[config.mk]
export PLATFORM = sky130hd
export DESIGN_NAME = rom_fetch_flat
export DESIGN_NICKNAME = d
export VERILOG_FILES = /design/src/rtl/rom_fetch_if.sv /design/src/rtl/rom_fetch.sv /design/src/flat_wrapper.sv
export SDC_FILE = /design/constraint.sdc
export NUM_CORES = 1
export LEC_CHECK = 0
export CAP_MARGIN = 20
export CORE_MARGIN = 2
export CORE_UTILIZATION = 44
export CTS_CLUSTER_DIAMETER = 30
export DETAILED_ROUTE_END_ITERATION = 8
export HOLD_SLACK_MARGIN = 0.08
export PLACE_DENSITY_LB_ADDON = 0.12
export SLEW_MARGIN = 20
export SYNTH_ARGS = -nofsm -noshare
export SYNTH_HDL_FRONTEND = slang
export SYNTH_SLANG_ARGS = --single-unit
export TNS_END_PERCENT = 50
[constraint.sdc]
create_clock -name clk -period 4.92 [get_ports clk]
set_input_delay 1.476 -clock clk [delete_from_list [all_inputs] [get_ports clk]]
set_output_delay 1.476 -clock clk [all_outputs]
set_load 0.03 [all_outputs]
[src/rtl/rom_fetch_if.sv]
// ROM strobe/data bus plus the fetched-instruction valid/ready stream.
// The fetch engine is the master; the ROM and decode side form the slave.
interface rom_fetch_if #(
  parameter int ROM_DATASIZE = 32,
  parameter int ROM_ADRSIZE  = 5
) ();
  logic [ROM_ADRSIZE-1:0]  rom_adr;
  logic                    rom_oe;
  logic                    rom_cs;
  logic [ROM_DATASIZE-1:0] rom_data;
  logic [ROM_DATASIZE-1:0] instr;
  logic [ROM_ADRSIZE-1:0]  instr_adr;
  logic                    instr_valid;
  logic                    instr_ready;

  modport master (
    output rom_adr, rom_oe, rom_cs,
    output instr, instr_adr, instr_valid,
    input  rom_data, instr_ready
  );

  modport slave (
    input  rom_adr, rom_oe, rom_cs,
    input  instr, instr_adr, instr_valid,
    output rom_data, instr_ready
  );
endinterface

[src/rtl/rom_fetch.sv]
// Sequential ROM fetch engine: drives ADR/OE/CS, captures DATA and
// hands each word with its address to decode over valid/ready.
module rom_fetch #(
  parameter int ROM_DATASIZE = 32,
  parameter int ROM_ADRSIZE  = 5,
  parameter int RD_WAIT      = 1,
  parameter int RESET_ADR    = 0
) (
  input  logic                   clk,
  input  logic                   rst,
  input  logic                   run,
  input  logic                   redirect,
  input  logic [ROM_ADRSIZE-1:0] redirect_adr,
  output logic                   busy,
  rom_fetch_if.master            bus
);
  localparam int WAIT = (RD_WAIT < 1) ? 1 : RD_WAIT;
  localparam int CW   = (WAIT > 1) ? $clog2(WAIT) : 1;
  localparam logic [CW-1:0] LAST = CW'(WAIT - 1);
  localparam logic [ROM_ADRSIZE-1:0] RST_PC = ROM_ADRSIZE'(RESET_ADR);

  typedef enum logic [1:0] {IDLE, ADDR, READ, HOLD} state_t;

  state_t                  state, state_d;
  logic [ROM_ADRSIZE-1:0]  pc, pc_d;
  logic [ROM_ADRSIZE-1:0]  adr_d;
  logic [CW-1:0]           cnt, cnt_d;
  logic [ROM_DATASIZE-1:0] instr_d;
  logic [ROM_ADRSIZE-1:0]  iadr_d;
  logic                    valid_d;
  logic                    xfer;

  assign xfer = bus.instr_valid & bus.instr_ready;

  always_comb begin
    state_d = state;
    pc_d    = pc;
    cnt_d   = cnt;
    instr_d = bus.instr;
    iadr_d  = bus.instr_adr;
    valid_d = bus.instr_valid;
    unique case (state)
      IDLE: if (run) state_d = ADDR;
      ADDR: state_d = READ;
      READ: begin
        if (cnt == LAST) begin
          cnt_d   = '0;
          instr_d = bus.rom_data;
          iadr_d  = pc;
          valid_d = 1'b1;
          pc_d    = pc + ROM_ADRSIZE'(1);
          state_d = HOLD;
        end else begin
          cnt_d = cnt + CW'(1);
        end
      end
      HOLD: begin
        if (xfer) begin
          valid_d = 1'b0;
          state_d = run ? ADDR : IDLE;
        end
      end
      default: state_d = IDLE;
    endcase
    // A redirect aborts whatever is in flight or held.
    if (redirect) begin
      pc_d    = redirect_adr;
      valid_d = 1'b0;
      cnt_d   = '0;
      state_d = run ? ADDR : IDLE;
    end
    adr_d = (state_d == ADDR) ? pc_d : bus.rom_adr;
  end

  always_ff @(posedge clk) begin
    if (rst) begin
      state           <= IDLE;
      pc              <= RST_PC;
      cnt             <= '0;
      bus.rom_adr     <= RST_PC;
      bus.rom_cs      <= 1'b1;
      bus.rom_oe      <= 1'b0;
      bus.instr       <= '0;
      bus.instr_adr   <= '0;
      bus.instr_valid <= 1'b0;
      busy            <= 1'b0;
    end else begin
      state           <= state_d;
      pc              <= pc_d;
      cnt             <= cnt_d;
      bus.rom_adr     <= adr_d;
      bus.rom_cs      <= !((state_d == ADDR) || (state_d == READ));
      bus.rom_oe      <= (state_d == READ);
      bus.instr       <= instr_d;
      bus.instr_adr   <= iadr_d;
      bus.instr_valid <= valid_d;
      busy            <= (state_d != IDLE);
    end
  end
endmodule

[src/flat_wrapper.sv]
// flat-port wrapper written by rule: the top's interface ports become plain ports
module rom_fetch_flat 
#(
  parameter int ROM_DATASIZE = 32,
  parameter int ROM_ADRSIZE  = 5,
  parameter int RD_WAIT      = 1,
  parameter int RESET_ADR    = 0
)
  (clk, rst, run, redirect, redirect_adr, busy, bus_rom_adr, bus_rom_oe, bus_rom_cs, bus_instr, bus_instr_adr, bus_instr_valid, bus_rom_data, bus_instr_ready);
  rom_fetch_if #(.ROM_DATASIZE(ROM_DATASIZE), .ROM_ADRSIZE(ROM_ADRSIZE)) bus_i ();
  input  logic clk;
  input  logic rst;
  input  logic run;
  input  logic redirect;
  input  logic [ROM_ADRSIZE-1:0] redirect_adr;
  output logic busy;
  output wire logic [$bits(bus_i.rom_adr)-1:0] bus_rom_adr;
  output wire logic [$bits(bus_i.rom_oe)-1:0] bus_rom_oe;
  output wire logic [$bits(bus_i.rom_cs)-1:0] bus_rom_cs;
  output wire logic [$bits(bus_i.instr)-1:0] bus_instr;
  output wire logic [$bits(bus_i.instr_adr)-1:0] bus_instr_adr;
  output wire logic [$bits(bus_i.instr_valid)-1:0] bus_instr_valid;
  input wire logic [$bits(bus_i.rom_data)-1:0] bus_rom_data;
  input wire logic [$bits(bus_i.instr_ready)-1:0] bus_instr_ready;
  assign bus_rom_adr = bus_i.rom_adr;
  assign bus_rom_oe = bus_i.rom_oe;
  assign bus_rom_cs = bus_i.rom_cs;
  assign bus_instr = bus_i.instr;
  assign bus_instr_adr = bus_i.instr_adr;
  assign bus_instr_valid = bus_i.instr_valid;
  assign bus_i.rom_data = bus_rom_data;
  assign bus_i.instr_ready = bus_instr_ready;
  rom_fetch #(.ROM_DATASIZE(ROM_DATASIZE), .ROM_ADRSIZE(ROM_ADRSIZE), .RD_WAIT(RD_WAIT), .RESET_ADR(RESET_ADR)) u_core (.clk(clk), .rst(rst), .run(run), .redirect(redirect), .redirect_adr(redirect_adr), .busy(busy), .bus(bus_i));
endmodule
==> CHANGELOG.md, run 1 <==
### Metrics

- Final Max Slew Viols: 0
- Routed met1 length: 2000 µm
- Type of the tightest min-delay check: flip-flop to flip-flop
- Nets: 365
- Gr ovfl total: 0
- Flop share of the area: 35.8%
- CP Depth: 8
- IO Count: around 88
- Worst-margin pin slew: 944 ps
- # Max-Cap Violations: 0
- Cell row count: 24
- Grt met3 use: about 6.2%
- Worst R2R Path Depth: 6
- CP cell instances: clkdlybuf4s50_1 -> inv_1 -> a21boi_0 -> o22ai_1 -> inv_1 -> ha_1 -> nor2b_1 -> a22o_2
- Fmax: 302 MHz
- WP data arrival: about 3500 ps
- H-tree lvl count: 2
- Core Area: 4350 µm²
- Highest Signal Layer: met4
- Clock buf count: 6
- Post-CTS Setup Bufs: 0
- Post-synth EDFFs: 0
- Final WS setup: 1600 ps
- Final setup viols: 0
- Nonclk buf count: 89
- Comb area: 852 µm²
- Worst skew pair latency: 290 ps
- Resize count post-CTS: 0
- Yosys stat chip area: around 2000 µm²
- Area grow syn2layout: 48.6%
- Post-layout period usage: 67.4%
- Global routing's busiest layer: met2
- Chip Width: 71.4 µm
- Pwr Total: 0.000821 W
- Clock Skew: about 4.0 ps
- WHS Path Cells: 2
- Num CTS Buffers: 5
- Mapped Nets: between 200 and 300
- Synthesized area: 2000 µm²
- Vias per cell: 4.87
- Distinct lib cells: 30
- R2R Setup Slk: 3150 ps
- Hold Fails Final Rpt: 0
- CP dominant cell by count: inv_1
- Synth async-reset ratio: 0%
- First-pass GRT wire length: between 7000 and 8000 µm
- Largest net degree at the start of global routing: 55
- Reg area: between 1000 and 1500 µm²
- Placed cell areas: 2870 µm²
- Area leader, netlist: dfxtp_1
- Setup CP Type: primary input to flip-flop
- Max clock buf depth: 2
- Mean Syn Cell Area: 8.39 µm²
- Dpl hpwl: 3000 µm
- Largest cell class by area: sequential cells
- # fillers: 389
- Worst Path Max Fanout: 10
- Logic inverters: 3
- CP startpoint kind: primary input
- Top cells by area: dfxtp_1 (53%), nand2_1 (15%), a21oi_1 (9.8%)
- Hold Crit Endpoint: u_core.bus.instr[4]$_SDFFE_PP0P_
- Non-clk buf share: 29.7%
- IO buf count: 87
- Initial cell density of the core: 45.9%
- # hold bufs at CTS: 0
- Placement Setup Slack: roughly 1300 ps
- Leak: 1.07 nW
- CP required: slightly above 5000 ps
- Final setup TNS: 0 ps
- Status: finished, final reports clean
- RSZ-0062 raised after global routing: false
- Synth cell count leaders: nand2_1 (80), dfxtp_1 (53), a21oi_1 (39)
- Clk cell area share: 3.25%
- Crit path max-delay cell type: clkdlybuf4s50_1
- RR Startpoint: u_core.state[0]$_SDFF_PP0_
- Drc violations: 0
- Synth Instances: about 240
- Slew HR: 37.0%
- Crit path largest cell delay: roughly 600 ps
- Routed wire per std cell: about 12 µm
- Fraction of layout cells with a size suffix above 1: 5.31%
- Routed Antenna Nets: 0
- MI comb cells: 167
- Max-area cell share: 53.1%
- Top Family by Delay on Critical Path: buffers and inverters
- Most common cell in the synthesized netlist: nand2_1
- Tool warning count: 28
- CTS tree: done
- Initial DRC Count: 103
- Final Instance Area: 2970 µm²
- Power Density: 277 nW/µm²
- Antenna diodes: 0
- IR drop worst, VDD: 256 µV
- Final GP Congestion: ~0.75
- Worst hold start: u_core.bus.instr[4]$_SDFFE_PP0P_
- Seq_cells: 53
- DR pass1 iterations: 4
- Placed insts: roughly 360
- Ys cells: 238
- Final period demand of the worst path: 3320 ps
- Vias in the first global route: 1709
- Top register by number of flip-flops: u_core.bus.instr
- Die Ht: 71.4 µm
- Worst-path clk slew: roughly 90 ps
- Clock Sinks: 53
- Area of the die: between 5000 and 6000 µm²
- Initial antenna violation count: 0
- Worst Setup End Kind: flip-flop
- Met3 WL: between 300 and 400 µm
- Buf+Inv Stages, Crit Path: 3
- Number of flip-flops in the largest register: 32
- Top_reg_cell synth: dfxtp_1
- Total GRT Usage: between 10% and 20%
- Clock root buffer: clkbuf_8
- Metal2 WL: roughly 2100 µm
- Register area share after synthesis: between 50 and 60%
- R2r endpoint: u_core.bus.rom_adr[4]$_SDFFE_PP0N_
- FF+latch count, synth: 53
- Tap Cells: roughly 52
- Ys Warns: 0
-- run 1: cells by family (layout without fill, tap and decap cells) --
group	count (synthesis)	count (layout)	share of synthesized area [%]
AOI/OAI and AO/OA	51	51	13.9
xor gates and xnor gates	2	2	0.877
adders and majority gates	4	4	2.51
buffers and inverters	18	100	4.32
DFF	53	53	53.1
muxes	3	3	1.57
and+or+nand+nor	107	107	23.7
-- run 1: where the power goes --
group	switching (W)	internal, W
clock	0.000135	0.000114
combinational	0.0000574	0.0000617
sequential	0.00000915	0.000443
-- run 1: how the worst max path moves through the flow --
stage / start / endpoint / slack, ps
after floorplan: redirect / u_core.bus.rom_adr[4]$_SDFFE_PP0N_ / 2050
after global placement: redirect / u_core.bus.rom_adr[4]$_SDFFE_PP0N_ / 1380
after detailed placement: redirect / u_core.bus.rom_adr[4]$_SDFFE_PP0N_ / 1280
after CTS: redirect / u_core.bus.rom_adr[4]$_SDFFE_PP0N_ / 1590
after global routing: redirect / u_core.bus.rom_adr[3]$_SDFFE_PP0N_ / 1410
final: redirect / u_core.bus.rom_adr[4]$_SDFFE_PP0N_ / 1600
-- run 1: stage by stage --
| step | hold slack [ps] | util (%) |
|---|---|---|
| final | 456 | 68.1 |
| after global routing | 480 | 68.1 |
| after CTS | 458 | 68.1 |
| after detailed placement | 445 | 65.9 |
| after global placement | 441 | 65.9 |
| after floorplan | 445 | - |
-- run 1: cells in the final DEF (no fill, tap or decap), types with 3 or more instances in the layout --
| cell | n |
|---|---|
| clkdlybuf4s50_1 | 86 |
| nand2_1 | 80 |
| dfxtp_1 | 53 |
| a21oi_1 | 39 |
| nor2_1 | 7 |
| nand2b_1 | 6 |
| clkbuf_8 | 6 |
| ha_1 | 4 |
| inv_1 | 3 |
| o22ai_1 | 3 |
| nor3b_1 | 3 |
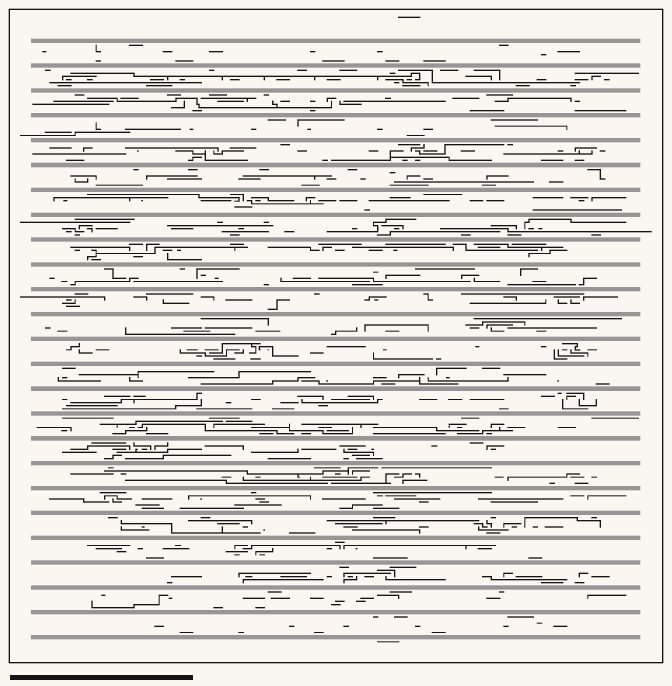
(run_1/layer_met1.png)
Scale bar: 20 µm. Supply wires on this layer in grey.
longest straight run = 30.4 µm
nets with wire on the layer = 310
wirelength, routed: 4400 µm
vias: 1812
grt met1 use: 23.3%

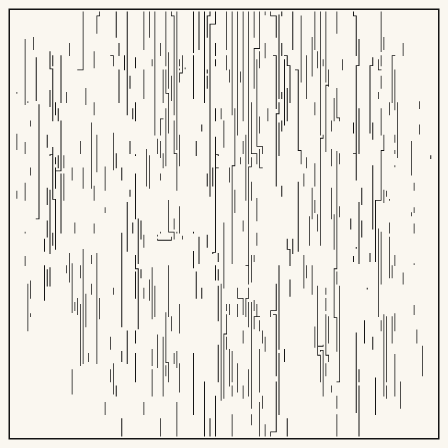
(run_1/layer_met2.png)
main direction = vertical
longest straight run = 28.7 µm
wire length on this layer = 2070 µm
met2 Resource Use GR: 31.1%

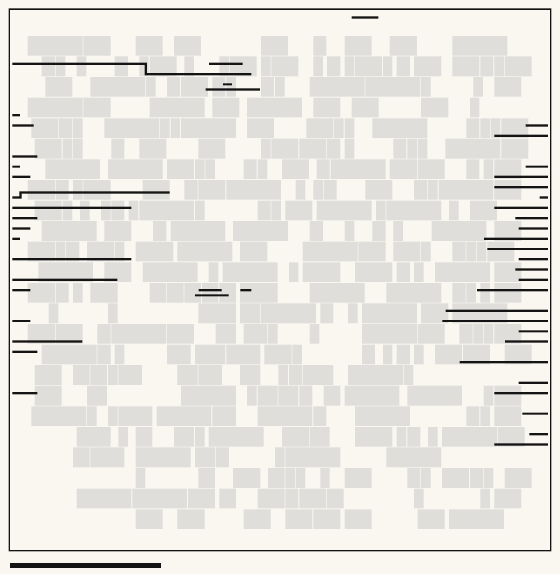
(run_1/layer_met3.png)
Scale bar: 20 µm. Cells faint in the background.
share of all routed wire = 6.9%
nets with wire on the layer = 49
main direction = horizontal
wire length on this layer = 302 µm

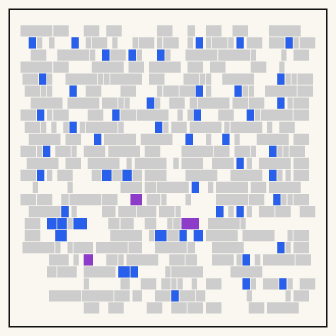
(run_1/logic_types.png)
purple -> and/or cells  # cells 3
blue -> aoi and oai cells  # cells 50, most used a21oi_1, where widely spread
Layout Cells excl Fill: 372
Comb area share: 28.7%
top logic cell by instance count in the layout: clkdlybuf4s50_1

==> run 1 -> run 2 <==
CORE_UTILIZATION = 41   (was 44)
clock period = 3.46 ns   (was 4.92 ns; I/O delays follow)
==> CHANGELOG.md, run 2 <==
### Metrics

- Status: finished, final reports clean
- CP cell instances: clkdlybuf4s50_1 -> buf_4 -> a31oi_1 -> o22ai_1 -> inv_1 -> ha_1 -> nor2b_1 -> a22o_2
- Top logic cell by instance count in the layout: clkdlybuf4s50_1
- Final setup viols: 0 (unchanged)
- Layout Cells excl Fill: 389 (+4.6%)
- Post-layout period usage: 74.7%
- Slew HR: 67.1% (+30 points)
- Die Ht: 73.8 µm (+3.4%)
- Worst-path clk slew: 90 ps (about the same)
- Largest net degree at the start of global routing: 39 (-29%)
- RR Startpoint: u_core.state[1]$_SDFF_PP0_
- Post-synth EDFFs: 0 (unchanged)
- Yosys stat chip area: 2000 µm² (unchanged)
- Buf+Inv Stages, Crit Path: 3 (unchanged)
- Placement Setup Slack: 548 ps (-731 ps)
- Initial antenna violation count: 0 (unchanged)
- Routed Antenna Nets: 0 (unchanged)
- Area of the die: 5440 µm² (+6.9%)
- Clock Skew: 7.00 ps (+3.03 ps)
- DR pass1 iterations: 4 (unchanged)
- Synth cell count leaders: nand2_1 (80), dfxtp_1 (53), a21oi_1 (39)
- IR drop worst, VDD: 263 µV (+2.8%)
- CTS tree: done
- Hold Fails Final Rpt: 0 (unchanged)
- Area grow syn2layout: 49.6%
- Crit path max-delay cell type: clkdlybuf4s50_1
- Resize count post-CTS: 0 (unchanged)
- Antenna diodes: 0 (unchanged)
- Worst Setup End Kind: flip-flop
- Top register by number of flip-flops: u_core.bus.instr
- Fraction of layout cells with a size suffix above 1: 5.28% (-0.033 points)
- Ys Warns: 0 (unchanged)
- Cell row count: 25 (+4.2%)
- Final Instance Area: 2990 µm² (+0.72%)
- CP required: 3660 ps (-1450 ps)
- Type of the tightest min-delay check: flip-flop to flip-flop
- Final setup TNS: 0 ps (unchanged)
- Final WS setup: 876 ps (-729 ps)
- Routed wire per std cell: 11.6 µm (-1.7%)
- Fmax: 387 MHz
- Pwr Total: 0.00115 W (+40%)
- Vias: 1797 (-0.83%)
- Placed cell areas: 2900 µm² (+1.2%)
- Initial cell density of the core: 42.3% (-3.6 points)
- Worst hold start: u_core.bus.instr[2]$_SDFFE_PP0P_
- Mapped Nets: 284 (unchanged)
- Initial DRC Count: 81 (-21%)
- Placed insts: 381 (+4.7%)
- IO Count: 88 (unchanged)
- Synth async-reset ratio: 0% (unchanged)
- Drc violations: 0 (unchanged)
- Crit path from: redirect
- Nets: 367 (+0.55%)
- Ys cells: 238 (unchanged)
- Max-area cell share: 53.1% (unchanged)
- Clock Sinks: 53 (unchanged)
- Leak: 1.07 nW (-0.29%)
- Dpl hpwl: 3060 µm (+2.1%)
- Post-CTS Setup Bufs: 0 (unchanged)
- Worst-margin pin slew: 494 ps (-451 ps)
- RSZ-0062 raised after global routing: false
- # fillers: 414 (+6.4%)
- # hold bufs at CTS: 0 (unchanged)
- Clock root buffer: clkbuf_8
- WP data arrival: 2780 ps (-720 ps)
- Top_reg_cell synth: dfxtp_1
- Wirelength, routed: 4530 µm (+2.8%)
- Worst skew pair latency: 300 ps (about the same)
- Power Density: 385 nW/µm² (+39%)
- Register area share after synthesis: 53.1% (unchanged)
- # Max-Cap Violations: 0 (unchanged)
- Num CTS Buffers: 5 (unchanged)
- Final period demand of the worst path: 2580 ps
- Chip Width: 73.8 µm (+3.4%)
- Max clock buf depth: 2 (unchanged)
- Synthesized area: 2000 µm² (unchanged)
- Top cells by area: dfxtp_1 (53%), nand2_1 (15%), a21oi_1 (9.8%)
- Post-layout util: 63.3% (-4.9 points)
- Core Area: 4720 µm² (+8.5%)
- Setup CP Type: primary input to flip-flop
- Most common cell in the synthesized netlist: nand2_1
- Crit path largest cell delay: 490 ps (-100 ps)
- Area leader, netlist: dfxtp_1
- Top Family by Delay on Critical Path: buffers and inverters
- H-tree lvl count: 2 (unchanged)
- Vias in the first global route: 1514 (-11%)
- Number of flip-flops in the largest register: 32 (unchanged)
- Total GRT Usage: 16.8% (-1.8 points)
- Most common logic cells in the final layout: clkdlybuf4s50_1 (86), nand2_1 (80), dfxtp_1 (53)
- Worst Path Max Fanout: 9 (-1)
- Tool warning count: 28 (unchanged)
- Final Max Slew Viols: 0 (unchanged)
- Synth Instances: 238 (unchanged)
- Final GP Congestion: 0.734 (-1.6%)
- CP startpoint kind: primary input
- First-pass GRT wire length: 7090 µm (-8.1%)
- Distinct lib cells: 30 (unchanged)
- IO buf count: 87 (unchanged)
- Vias per cell: 4.62 (-5.2%)
- Mean Syn Cell Area: 8.39 µm² (unchanged)
- Gr ovfl total: 0 (unchanged)
- Min Hold Slack: 455 ps (-1.44 ps)
- FF+latch count, synth: 53 (unchanged)
run 2: cell counts after synthesis:
Identical to the previous run, type by type.
run 2: final cells by class:
class / instances / area, µm² / share of cell area [%]
Clock buffer: 7 / 76.3 / 2.55
Sequential cell: 53 / 1060 / 35.5
Multi-Input combinational cell: 167 / 852 / 28.5
Tap cell: 67 / 83.8 / 2.81
Clock inverter: 1 / 7.51 / 0.251
Inverter: 3 / 11.3 / 0.377
Timing Repair Buffer: 91 / 896 / 30.0
run 2: logic make-up (layout without fill, tap and decap cells):
kind of cell | Yosys count | in the layout | share of synthesized area (%)
AOI/OAI and AO/OA | 51 | 51 | 13.9
adders and majority gates | 4 | 4 | 2.51
xor gates and xnor gates | 2 | 2 | 0.877
DFF | 53 | 53 | 53.1
buffers and inverters | 18 | 102 | 4.32
muxes | 3 | 3 | 1.57
and+or+nand+nor | 107 | 107 | 23.7
run 2: path summary, 6_finish.rpt:
path	endpoint	slack, ps	cells past startpoint
hold reg to reg	u_core.bus.instr[2]$_SDFFE_PP0P_	450	2
hold / removal	u_core.bus.instr[2]$_SDFFE_PP0P_	450	2
setup / recovery	u_core.bus.rom_adr[4]$_SDFFE_PP0N_	880	8
setup reg to reg	u_core.bus.rom_adr[4]$_SDFFE_PP0N_	1690	5
run 2: power breakdown:
part	switching [W]	internal (W)	leakage, nW	total [W]
registers	0.0000138	0.000630	0.430	0.000644
clock network	0.000193	0.000144	0.0385	0.000336
logic	0.0000820	0.0000893	0.597	0.000171
total	0.000289	0.000863	1.07	0.00115
run 2: routing by layer:
metal / track usage [%] / up-vias / share of wire (%)
li1: - / 944 / -
met1: 22.6 / 792 / 46
met3: 5.21 / 5 / 6.8
met2: 25.3 / 56 / 46
met5: 0 / - / 0
met4: 6.06 / 0 / 1.4
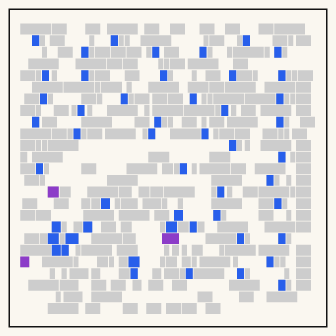
(run_2/logic_types.png)
purple -> and/or cells  # cells 3
blue -> aoi and oai cells  # cells 50, most used a21oi_1, where widely spread

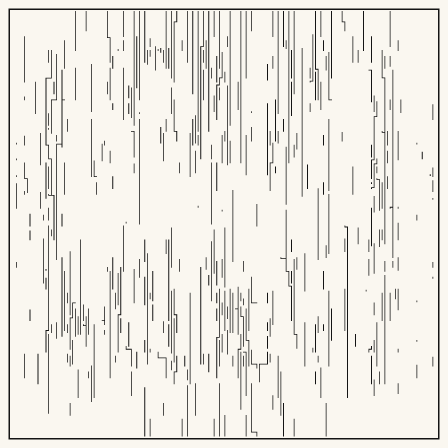
(run_2/layer_met2.png)
main direction = vertical
nets with wire on the layer = 275

==> run 2 -> run 3 <==
clock period = 2.4 ns   (was 3.46 ns; I/O delays follow)
==> CHANGELOG.md, run 3 <==
### Metrics

- Status: finished, final reports clean
- Routed met1 length: 2070 µm (-0.72%)
- # Max-Cap Violations: 0 (unchanged)
- CP startpoint kind: primary input
- Switching share of power: 23.0% (-2.1 points)
- IR drop worst, VDD: 329 µV (+25%)
- Post-synth EDFFs: 0 (unchanged)
- Top register by number of flip-flops: u_core.bus.instr
- Most common cell in the synthesized netlist: nand2_1
- Clock group total power: 0.000615 W (+83%)
- IO buf count: 87 (unchanged)
- Hold Crit Endpoint: u_core.bus.instr[2]$_SDFFE_PP0P_
- CP cell instances: clkdlybuf4s50_1 -> inv_1 -> a21boi_0 -> o22ai_1 -> inv_1 -> ha_1 -> nor2b_1 -> nand2_1 -> o21ai_0
- Met3 WL: 284 µm (-7.5%)
- Sequential power: 0.000926 W (+44%)
- Number of flip-flops in the largest register: 32 (unchanged)
- Routed Antenna Nets: 0 (unchanged)
- Die Ht: 73.8 µm (unchanged)
- Clock Skew: 5.63 ps (-1.37 ps)
- Vias per cell: 4.52 (-2.3%)
- Mean Syn Cell Area: 8.39 µm² (unchanged)
- R2R Setup Slk: 730 ps (-960 ps)
- RSZ-0062 raised after global routing: false
- IO Count: 88 (unchanged)
- Grt met3 use: 5.76% (+0.55 points)
- Final period demand of the worst path: 2110 ps
- Highest Signal Layer: met4
- Leak: 1.11 nW (+4.1%)
- Worst-path clk slew: 90 ps (about the same)
- Worst skew pair latency: 300 ps (about the same)
- Clock root buffer: clkbuf_8
- Worst hold start: u_core.bus.instr[2]$_SDFFE_PP0P_
- CP required: 2630 ps (-1030 ps)
- Gr ovfl total: 0 (unchanged)
- Area leader, netlist: dfxtp_1
- DR pass1 iterations: 4 (unchanged)
- Crit path max-delay cell type: clkdlybuf4s50_1
- First-pass GRT wire length: 7270 µm (+2.6%)
- Chip Width: 73.8 µm (unchanged)
- Grt met1 use: 21.9% (-0.69 points)
- Crit path largest cell delay: 550 ps (+60 ps)
- Top logic cell by instance count in the layout: clkdlybuf4s50_1
- Routed wire per std cell: 11.6 µm (-0.51%)
- Worst Setup End Kind: flip-flop
- Power Density: 588 nW/µm² (+53%)
- WHS Path Cells: 2 (unchanged)
- Cell row count: 25 (unchanged)
- Initial antenna violation count: 0 (unchanged)
- Setup CP Type: primary input to flip-flop
- Ys Warns: 0 (unchanged)
- Top_reg_cell synth: dfxtp_1
- Pwr Total: 0.00180 W (+56%)
- # fillers: 420 (+1.4%)
- WP data arrival: 2340 ps (-440 ps)
- Metal2 WL: 2130 µm (+2.8%)
- Final Instance Area: 3060 µm² (+2.3%)
- Final Max Slew Viols: 0 (unchanged)
- Fraction of layout cells with a size suffix above 1: 7.03% (+1.8 points)
- Synth cell count leaders: nand2_1 (80), dfxtp_1 (53), a21oi_1 (39)
- Combinational power share: 14.3% (-0.6 points)
- Synth async-reset ratio: 0% (unchanged)
- Core Area: 4720 µm² (unchanged)
- Hold Fails Final Rpt: 0 (unchanged)
- Synth Instances: 238 (unchanged)
- Drc violations: 0 (unchanged)
- Clock Sinks: 53 (unchanged)
- Distinct lib cells: 30 (unchanged)
- Dpl hpwl: 3130 µm (+2.3%)
- Post-layout period usage: around 88%
- FF+latch count, synth: 53 (unchanged)
- Largest net degree at the start of global routing: 38 (-2.6%)
- Total GRT Usage: 17.3% (+0.49 points)
- Register area share after synthesis: 53.1% (unchanged)
- Initial DRC Count: 58 (-28%)
- Worst R2R Path Depth: 4 (-1)
- Max clock buf depth: 2 (unchanged)
- Final WS setup: 295 ps (-581 ps)
- Antenna diodes: 0 (unchanged)
- Nets: 372 (+1.4%)
- Initial cell density of the core: 42.3% (unchanged)
- Num CTS Buffers: 5 (unchanged)
- Tool warning count: 28 (unchanged)
- Type of the tightest min-delay check: flip-flop to flip-flop
- Yosys stat chip area: 2000 µm² (unchanged)
- Clk pwr share: 34.2% (+5.0 points)
- Fmax: 475 MHz
- Final GP Congestion: 0.773 (+5.2%)
- CTS tree: done
- Resize count post-CTS: 0 (unchanged)
- Post-CTS Setup Bufs: 0 (unchanged)
- CP dominant cell by count: inv_1
- Sequential share of power: 51.5% (-4.4 points)
- RR Startpoint: u_core.state[1]$_SDFF_PP0_
- P_comb: 0.000256 W (+50%)
- Top cells by area: dfxtp_1 (53%), nand2_1 (15%), a21oi_1 (9.8%)
- Worst-margin pin slew: 553 ps (+59.6 ps)
- Worst Path Max Fanout: 4 (-5)
- Global routing's busiest layer: met2
- Post-layout util: 64.7% (+1.5 points)
- Area grow syn2layout: 53.1%
- Area of the die: 5440 µm² (unchanged)
- H-tree lvl count: 2 (unchanged)
- Biggest consumer: registers
- Mapped Nets: 284 (unchanged)
- Placed cell areas: 2940 µm² (+1.3%)
- Synthesized area: 2000 µm² (unchanged)
- Most common logic cells in the final layout: clkdlybuf4s50_1 (86), nand2_1 (80), dfxtp_1 (53)
- R2r endpoint: u_core.bus.rom_adr[0]$_SDFFE_PP0N_
- Ys cells: 238 (unchanged)
- Placement Setup Slack: -19.2 ps (-567 ps)
- Switch Pwr: 0.000414 W (+43%)
- Int Power: 0.00138 W (+60%)
- Max-area cell share: 53.1% (unchanged)
- # hold bufs at CTS: 0 (unchanged)
- Final setup viols: 0 (unchanged)
- Vias in the first global route: 1598 (+5.5%)
- Slew HR: 63.1% (-4.0 points)
-- run 3: cell counts after synthesis --
Identical to the previous run, type by type.
-- run 3: kinds of logic after synthesis --
logic type,Yosys count,synth area share (%)
compound gates,51,13.9
xor+xnor,2,0.877
fa+ha+maj,4,2.51
buf+inv,18,4.32
flops,53,53.1
mux,3,1.57
simple gates,107,23.7
-- run 3: worst max-delay path: cells and delay by family --
family | cells | cell delay (ps)
and+or+nand+nor | 2 | 260
adders and majority gates | 1 | 190
buffers and inverters | 3 | 720
AOI/OAI and AO/OA | 3 | 440
-- run 3: final cells by class --
cell class                      count  area, µm²  share of cell area [%]
Timing Repair Buffer               96        933                    30.5
Multi-Input combinational cell    167        852                    27.9
Clock buffer                        7       86.3                    2.82
Sequential cell                    53       1060                    34.7
Tap cell                           67       83.8                    2.74
Inverter                            3       11.3                   0.368
Clock inverter                      1       30.0                   0.982
-- run 3: stage by stage --
| step | instances | hold WS, ps | TNS (ps) |
|---|---|---|---|
| after floorplan | 238 | 445 | 0 |
| after global placement | 386 | 441 | 0 |
| after detailed placement | 386 | 446 | -20.9 |
| after CTS | 394 | 459 | 0 |
| after global routing | 394 | 474 | 0 |
| final | 394 | 455 | 0 |
-- run 3: worst max path at each step --
stage,slack [ps],end,startpoint,cells past startpoint
finish,290,u_core.bus.rom_adr[3]$_SDFFE_PP0N_,redirect,9
global route,120,u_core.bus.rom_adr[0]$_SDFFE_PP0N_,redirect,9
CTS,290,u_core.bus.rom_adr[3]$_SDFFE_PP0N_,redirect,9
detailed placement,-20,u_core.bus.rom_adr[3]$_SDFFE_PP0N_,redirect,9
global placement,40,u_core.bus.rom_adr[4]$_SDFFE_PP0N_,redirect,8
floorplan,290,u_core.bus.rom_adr[4]$_SDFFE_PP0N_,redirect,8
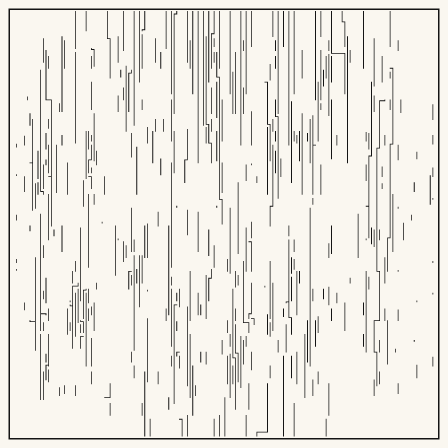
(run_3/layer_met2.png)
share of all routed wire = 47%
longest straight run = 27.2 µm
main direction = vertical
wire length on this layer = 2130 µm
nets with wire on the layer = 277
vias: 1779
wirelength, routed: 4560 µm
met2 Resource Use GR: 27.1%

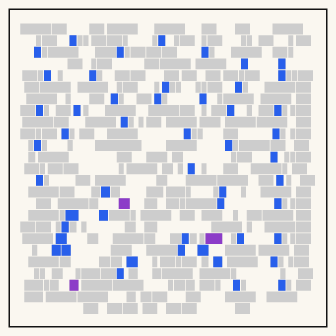
(run_3/logic_types.png)
purple -> and/or cells  # cells 3
blue -> aoi and oai cells  # cells 50, most used a21oi_1, where widely spread
Comb area share: 27.9%
Layout Cells excl Fill: 394


==> layout pictures side by side <==
Clock routing.
(a)
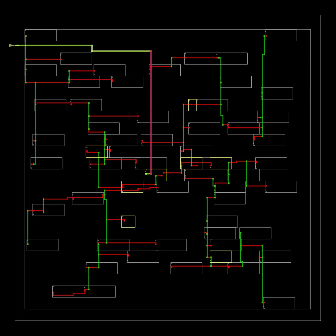
(b)
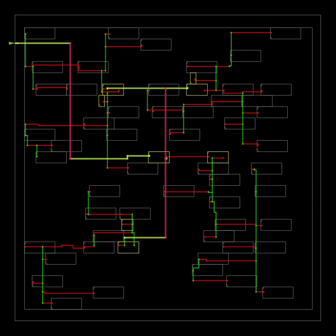
run 2: (b)
run 1: (a)

Power and IR drop assume default switching activity.
